[src/rtl/circ_buf_trig_addr_gen.sv]
// Circular-buffer write address generator with trigger capture and a FWFT start-address FIFO.
// Optional TRIG_TIMESTAMP_EN stores a free-running cycle count with each queued start address.
module circ_buf_trig_addr_gen #(
  parameter int ADR_WIDTH       = 12,
  parameter int FIFO_DEPTH_LOG2 = 4
) (
  input  logic                 adc_clk,
  input  logic                 reset_clk_adc_n,
  input  logic                 acq_en,
  input  logic                 trig_in,
  input  logic [ADR_WIDTH-1:0] pre_trig_words,
  input  logic [ADR_WIDTH-1:0] waveform_words,
  output logic [ADR_WIDTH-1:0] circ_buf_wr_addr,
  output logic                 circ_buf_wr_en,
  input  logic                 trig_addr_rd_en,
  output logic                 trig_fifo_empty,
  output logic [ADR_WIDTH-1:0] trig_addr,
  output logic                 trig_fifo_full,
  output logic [15:0]          trig_dropped_cnt,
`ifdef TRIG_TIMESTAMP_EN
  output logic [31:0]          trig_timestamp,
`endif
  output logic [1:0]           fsm_state
);

  localparam int FIFO_DEPTH = 1 << FIFO_DEPTH_LOG2;
  localparam int CW         = FIFO_DEPTH_LOG2 + 1;
`ifdef TRIG_TIMESTAMP_EN
  localparam int FW = ADR_WIDTH + 32;
`else
  localparam int FW = ADR_WIDTH;
`endif

  typedef enum logic [1:0] {
    DISABLED  = 2'd0,
    ARMED     = 2'd1,
    POST_TRIG = 2'd2,
    PUSH      = 2'd3
  } state_t;

  state_t                 state, state_next;
  logic                   trig_prev;
  logic                   trig_edge;
  logic [ADR_WIDTH-1:0]   start_addr;
  logic [ADR_WIDTH-1:0]   start_calc;
  logic [ADR_WIDTH-1:0]   post_cnt;
  logic [ADR_WIDTH-1:0]   post_calc;
  logic                   load_trig;
  logic                   push_req;
  logic                   trig_drop;
  logic                   full_drop;
  logic [1:0]             drop_inc;
  logic [16:0]            drop_sum;

  logic [FW-1:0]              fifo_mem [FIFO_DEPTH];
  logic [FIFO_DEPTH_LOG2-1:0] wr_ptr, rd_ptr;
  logic [CW-1:0]              fifo_count, fifo_count_next;
  logic                       fifo_push, fifo_pop;
  logic [FW-1:0]              fifo_din, fifo_head;

  assign fsm_state  = state;
  assign trig_edge  = trig_in & ~trig_prev;
  assign start_calc = circ_buf_wr_addr - pre_trig_words;
  assign post_calc  = (waveform_words >= pre_trig_words) ? (waveform_words - pre_trig_words)
                                                        : '0;

  // Write address, write strobe and trigger history
  always_ff @(posedge adc_clk or negedge reset_clk_adc_n) begin
    if (!reset_clk_adc_n) begin
      circ_buf_wr_addr <= '0;
      circ_buf_wr_en   <= 1'b0;
      trig_prev        <= 1'b0;
    end else begin
      circ_buf_wr_en <= acq_en;
      trig_prev      <= trig_in;
      if (acq_en) circ_buf_wr_addr <= circ_buf_wr_addr + 1'b1;
    end
  end

  always_ff @(posedge adc_clk or negedge reset_clk_adc_n) begin
    if (!reset_clk_adc_n) state <= DISABLED;
    else                  state <= state_next;
  end

  always_comb begin
    state_next = state;
    load_trig  = 1'b0;
    push_req   = 1'b0;
    trig_drop  = 1'b0;
    case (state)
      DISABLED:  if (acq_en) state_next = ARMED;
      ARMED: begin
        if (trig_edge) begin
          state_next = POST_TRIG;
          load_trig  = 1'b1;
        end
      end
      POST_TRIG: begin
        trig_drop = trig_edge;
        if (post_cnt == '0) state_next = PUSH;
      end
      PUSH: begin
        trig_drop  = trig_edge;
        push_req   = 1'b1;
        state_next = ARMED;
      end
      default:   state_next = DISABLED;
    endcase
    // Dropping acq_en aborts any waveform in flight; nothing is queued or counted.
    if (!acq_en) begin
      state_next = DISABLED;
      load_trig  = 1'b0;
      push_req   = 1'b0;
      trig_drop  = 1'b0;
    end
  end

  always_ff @(posedge adc_clk or negedge reset_clk_adc_n) begin
    if (!reset_clk_adc_n) begin
      start_addr <= '0;
      post_cnt   <= '0;
    end else if (load_trig) begin
      start_addr <= start_calc;
      post_cnt   <= post_calc;
    end else if (state == POST_TRIG && post_cnt != '0) begin
      post_cnt <= post_cnt - 1'b1;
    end
  end

`ifdef TRIG_TIMESTAMP_EN
  logic [31:0] cycle_cnt;
  logic [31:0] start_ts;

  always_ff @(posedge adc_clk or negedge reset_clk_adc_n) begin
    if (!reset_clk_adc_n) begin
      cycle_cnt <= '0;
      start_ts  <= '0;
    end else begin
      cycle_cnt <= cycle_cnt + 32'd1;
      if (load_trig) start_ts <= cycle_cnt;
    end
  end

  assign fifo_din       = {start_ts, start_addr};
  assign trig_timestamp = trig_fifo_empty ? 32'd0 : fifo_head[FW-1:ADR_WIDTH];
`else
  assign fifo_din = start_addr;
`endif

  // A push into a full FIFO still succeeds when a pop happens on the same edge.
  assign fifo_pop  = trig_addr_rd_en & ~trig_fifo_empty;
  assign fifo_push = push_req & (~trig_fifo_full | fifo_pop);
  assign full_drop = push_req & trig_fifo_full & ~fifo_pop;
  assign drop_inc  = {1'b0, trig_drop} + {1'b0, full_drop};
  assign drop_sum  = {1'b0, trig_dropped_cnt} + {15'd0, drop_inc};

  always_ff @(posedge adc_clk or negedge reset_clk_adc_n) begin
    if (!reset_clk_adc_n)  trig_dropped_cnt <= '0;
    else if (drop_sum[16]) trig_dropped_cnt <= 16'hFFFF;
    else                   trig_dropped_cnt <= drop_sum[15:0];
  end

  always_comb begin
    fifo_count_next = fifo_count;
    if (fifo_push && !fifo_pop)      fifo_count_next = fifo_count + 1'b1;
    else if (fifo_pop && !fifo_push) fifo_count_next = fifo_count - 1'b1;
  end

  always_ff @(posedge adc_clk or negedge reset_clk_adc_n) begin
    if (!reset_clk_adc_n) begin
      wr_ptr          <= '0;
      rd_ptr          <= '0;
      fifo_count      <= '0;
      trig_fifo_empty <= 1'b1;
      trig_fifo_full  <= 1'b0;
    end else begin
      if (fifo_push) wr_ptr <= wr_ptr + 1'b1;
      if (fifo_pop)  rd_ptr <= rd_ptr + 1'b1;
      fifo_count      <= fifo_count_next;
      trig_fifo_empty <= (fifo_count_next == '0);
      trig_fifo_full  <= (fifo_count_next == CW'(FIFO_DEPTH));
    end
  end

  always_ff @(posedge adc_clk) begin
    if (fifo_push) fifo_mem[wr_ptr] <= fifo_din;
  end

  assign fifo_head = fifo_mem[rd_ptr];
  assign trig_addr = trig_fifo_empty ? '0 : fifo_head[ADR_WIDTH-1:0];

endmodule

[config.mk]
export PLATFORM = sky130hd
export DESIGN_NAME = circ_buf_trig_addr_gen
export DESIGN_NICKNAME = d
export VERILOG_FILES = /design/src/rtl/circ_buf_trig_addr_gen.sv
export SDC_FILE = /design/constraint.sdc
export NUM_CORES = 1
export LEC_CHECK = 0
export CAP_MARGIN = 20
export CORE_MARGIN = 8
export CORE_UTILIZATION = 45
export CTS_BUF_LIST = sky130_fd_sc_hd__clkbuf_8
export CTS_CLUSTER_DIAMETER = 30
export DETAILED_ROUTE_END_ITERATION = 7
export DONT_BUFFER_PORTS = 1
export GPL_TIMING_DRIVEN = 0
export PLACE_DENSITY_LB_ADDON = 0.15
export REMOVE_ABC_BUFFERS = 1
export SLEW_MARGIN = 20
export SYNTH_ARGS = -nofsm -noshare
export SYNTH_HDL_FRONTEND = slang
export SYNTH_SLANG_ARGS = --single-unit
[constraint.sdc]
create_clock -name adc_clk -period 4.2 [get_ports adc_clk]
set_input_delay 0.84 -clock adc_clk [delete_from_list [all_inputs] [get_ports adc_clk]]
set_output_delay 0.84 -clock adc_clk [all_outputs]
set_load 0.01 [all_outputs]
### Clock routing

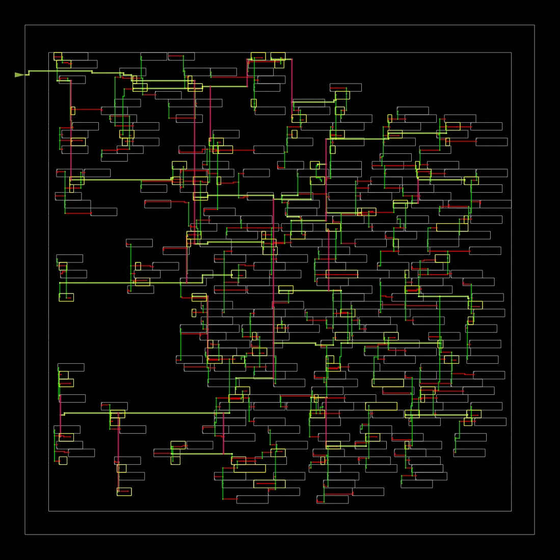
clock buf count: 58
clk sink count: 263
skew final: 23.1 ps

### Register map, names as in the netlist

(2 px per µm)
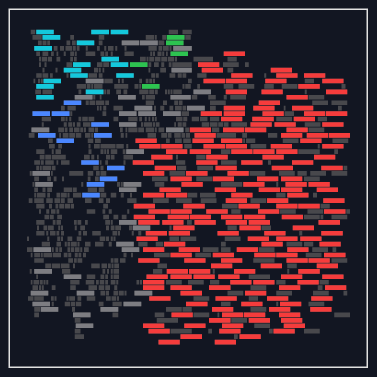
| netlist name | color | sequential cells |
|---|---|---|
| fifo_count | green | 5 |
| fifo_mem | red | 192 |
| post_cnt | blue | 12 |
| trig_dropped_cnt | cyan | 16 |
not colored: 38
Flop area: 0.00755 mm²
post-layout util: 0.526

### Cell sizes after repair

(3 px per µm)
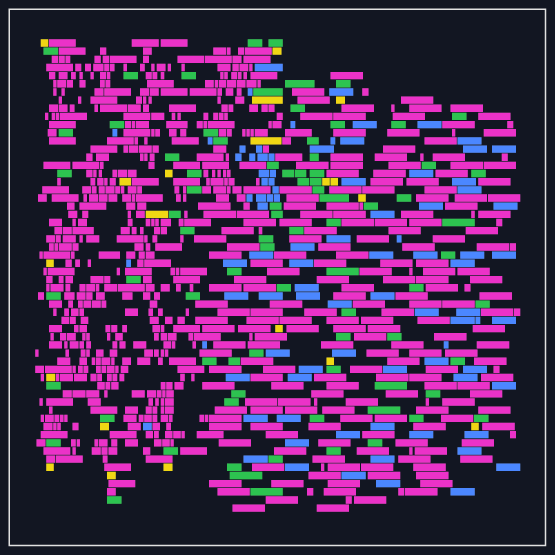
| size | color | cells | share |
|---|---|---|---|
| x3 and x4 | yellow | 20 | 2.3% |
| x2 | blue | 88 | 10% |
| x1 and smaller | magenta | 697 | 79% |
| x6 and larger | green | 79 | 8.9% |
area grow syn2layout: 15.3%
Non-clock buffers: 16
Finished Cell Area: 0.0137 mm²

### The metal 3 layer

(3 px per µm)
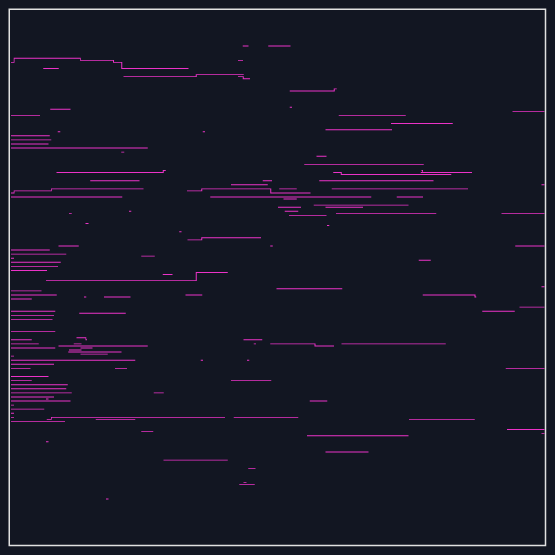
main direction: horizontal
nets with wire on the layer: 92
GRT met3 Usage: 0.0489
Total Wirelength: 26600 µm

==> flow_metrics.py <==
# Synthesis and PnR figures
metrics = {
    "floorplanning": {
        "core.rowCount": 59,
        "chipArea_mm2": 0.0318,
        "tap_cells": 335,
        "die_h_um": 178,
        "core_util_floorplan": 0.456,
        "die_w_um": 178,
        "io-pin-count": 74,
        "placeableCoreArea_mm2": 0.0260,
    },
    "clock_network": {
        "clk_latency_ps": 580,
        "numCtsBuffers": 57,
        "cts_root_buf": "clkbuf_8",
        "cts_buffer_depth": 3,
        "h-tree-depth": 2,
        "cts_hold_buf": 1,
        "clk_pin_slew_worst_paths_ps": 50,
        "cts_tree": "done",
        "cts_resized": 0,
        "post_cts_buffers": 0,
    },
    "finish": {
        "nets": 903,
        "final_cell_mix": "edfxtp_1 (192), dfrtp_1 (68), mux4_2 (60), clkbuf_8 (58), nand2_1 (52)",
        "drive_above_1_share": 0.212,
        "top_area_cell_class": "flip-flops and latches",
        "sh_seq_area": 0.553,
        "logic_area_mm2": 0.00412,
        "fillers": 2210,
        "comb_share": 0.302,
        "final_cells": 1219,
        "final-nonclk-buf-share": 0.0159,
        "layout_top_cell": "edfxtp_1",
        "inverters_excl_clock": 33,
        "final-clk-cell-share": 0.0897,
        "largest_reg_flops": 192,
        "reg_top3": "fifo_mem (192), trig_dropped_cnt (16)",
        "logic_gates": 464,
        "antenna_cells": 0,
        "seq_cell_count": 263,
    },
    "place": {
        "place_area_mm2": 0.0124,
        "dp_hpwl_um": 17900,
        "placedCellCount": 1110,
        "gp_congestion": 0.861,
        "port_buffers": 0,
        "place_ws_ps": 500,
    },
    "yosys": {
        "synthArstFlopShare": 0.270,
        "synth-edff-count": 192,
        "top_logic_kind": "multiplexers",
        "yosys.stat.seqShare": 0.637,
        "ys.warnings.count": 0,
        "yosysCellCount": 788,
        "ys_types": 56,
        "yosysTopAreaCellShare": 0.487,
        "synthAoiAreaFrac": 0.0661,
        "synthTopCellsByArea": "edfxtp_1 (49%), dfrtp_1 (15%), mux4_2 (11%)",
        "postSynthCellCount": 788,
        "ys_chip_area_mm2": 0.0119,
        "xor_area_frac": 0.0362,
        "avgSynthCellArea_um2": 15.0,
        "simple_gate_share": 0.0809,
        "synth.largest_area_cell": "edfxtp_1",
        "numSynthFlops": 263,
        "most_common_cell": "edfxtp_1",
        "fa_ha_area_frac": 0.0431,
        "ys_top_cells_by_count": "edfxtp_1 (192), dfrtp_1 (70), mux4_2 (60), nand2_1 (52), nor2_1 (41)",
        "ff_type": "edfxtp_1",
        "mappedNetlistArea_mm2": 0.0119,
        "ys_sh_mux": 0.117,
    },
    "outcome": {
        "run_status": "finished clean",
    },
    "critical_path": {
        "crit_start": "rd_ptr[0]",
        "crit_fanout": 32,
        "reg2reg_from": "trig_fifo_empty",
        "worst_r2r_path_depth": 10,
        "setup.worst_path.end_class": "output pin",
        "crit_end": "trig_addr[4]",
        "cp.arrival_ps": 2890,
        "r2r_slack_ps": 590,
        "r2r_end": "trig_dropped_cnt[5]",
        "required_ps": 3360,
        "startpoint_type": "flip-flop",
        "critPathKind": "flip-flop to output pin",
    },
    "drt": {
        "drt-pass1-iter-count": 5,
        "wl_per_cell_um": 21.8,
        "dr_total_vias": 6921,
        "via_per_inst": 5.68,
        "drtAntennaViolNets": 0,
        "first_iter_violations": 341,
        "drc_errors": 0,
    },
    "final_timing": {
        "fin_ws_ps": 469,
        "hold_viol": 0,
        "finalSetupViolCount": 0,
        "fin_crit_sh": 0.888,
        "report.final.slew_viol_count": 0,
        "period_needed_ps": 3730,
        "max_slew.worst_pin.slew_ps": 1010,
        "rsz0062_at_grt": "false",
        "fin_tns_setup_ps": 0,
        "slew_headroom": 0.328,
    },
    "global_route": {
        "grt_overflow": 0,
        "grt_pass1_wl_um": 41700,
        "grt_pass1_vias": 7418,
        "antenna_found_initial": 0,
        "grt.total_usage": 0.171,
    },
    "pwr": {
        "ir_worst_vdd_mv": 0.299,
        "power_leakage_nw": 5.06,
        "power.density_mw_per_mm2": 659,
    },
    "flow_run": {
        "warnings": 31,
        "maxCapViolations": 0,
    },
    "min_path": {
        "hp-class": "primary input to async pin",
    },
}
## per-layer routing
layer  up-vias  global-route usage  wire length [µm]
met2       200               0.293             13300
met5         -                   0                 0
li1       3145                   -                 -
met1      3523               0.206             10800
met3        53              0.0489              1860
met4         0              0.0592               655
## through the flow
stage,hold slack (ps),total power [mW]
floorplan,509,5.48
global placement,534,6.08
detailed placement,548,6.20
CTS,56.2,9.12
global route,52.4,9.53
finish,98.3,9.01
## worst max-delay path, stage by stage (launching register included)
cell and delay [ps]:
dfrtp_4 700, buf_16 310, mux4_2 540, mux4_2 520, nor2b_1 190
## where the power goes
group | internal (mW) | switching (mW)
Sequential | 3.32 | 0.692
Clock | 1.69 | 1.19
Combinational | 1.11 | 1.00
No activity file was given, so power comes from the tool's default toggle rates.
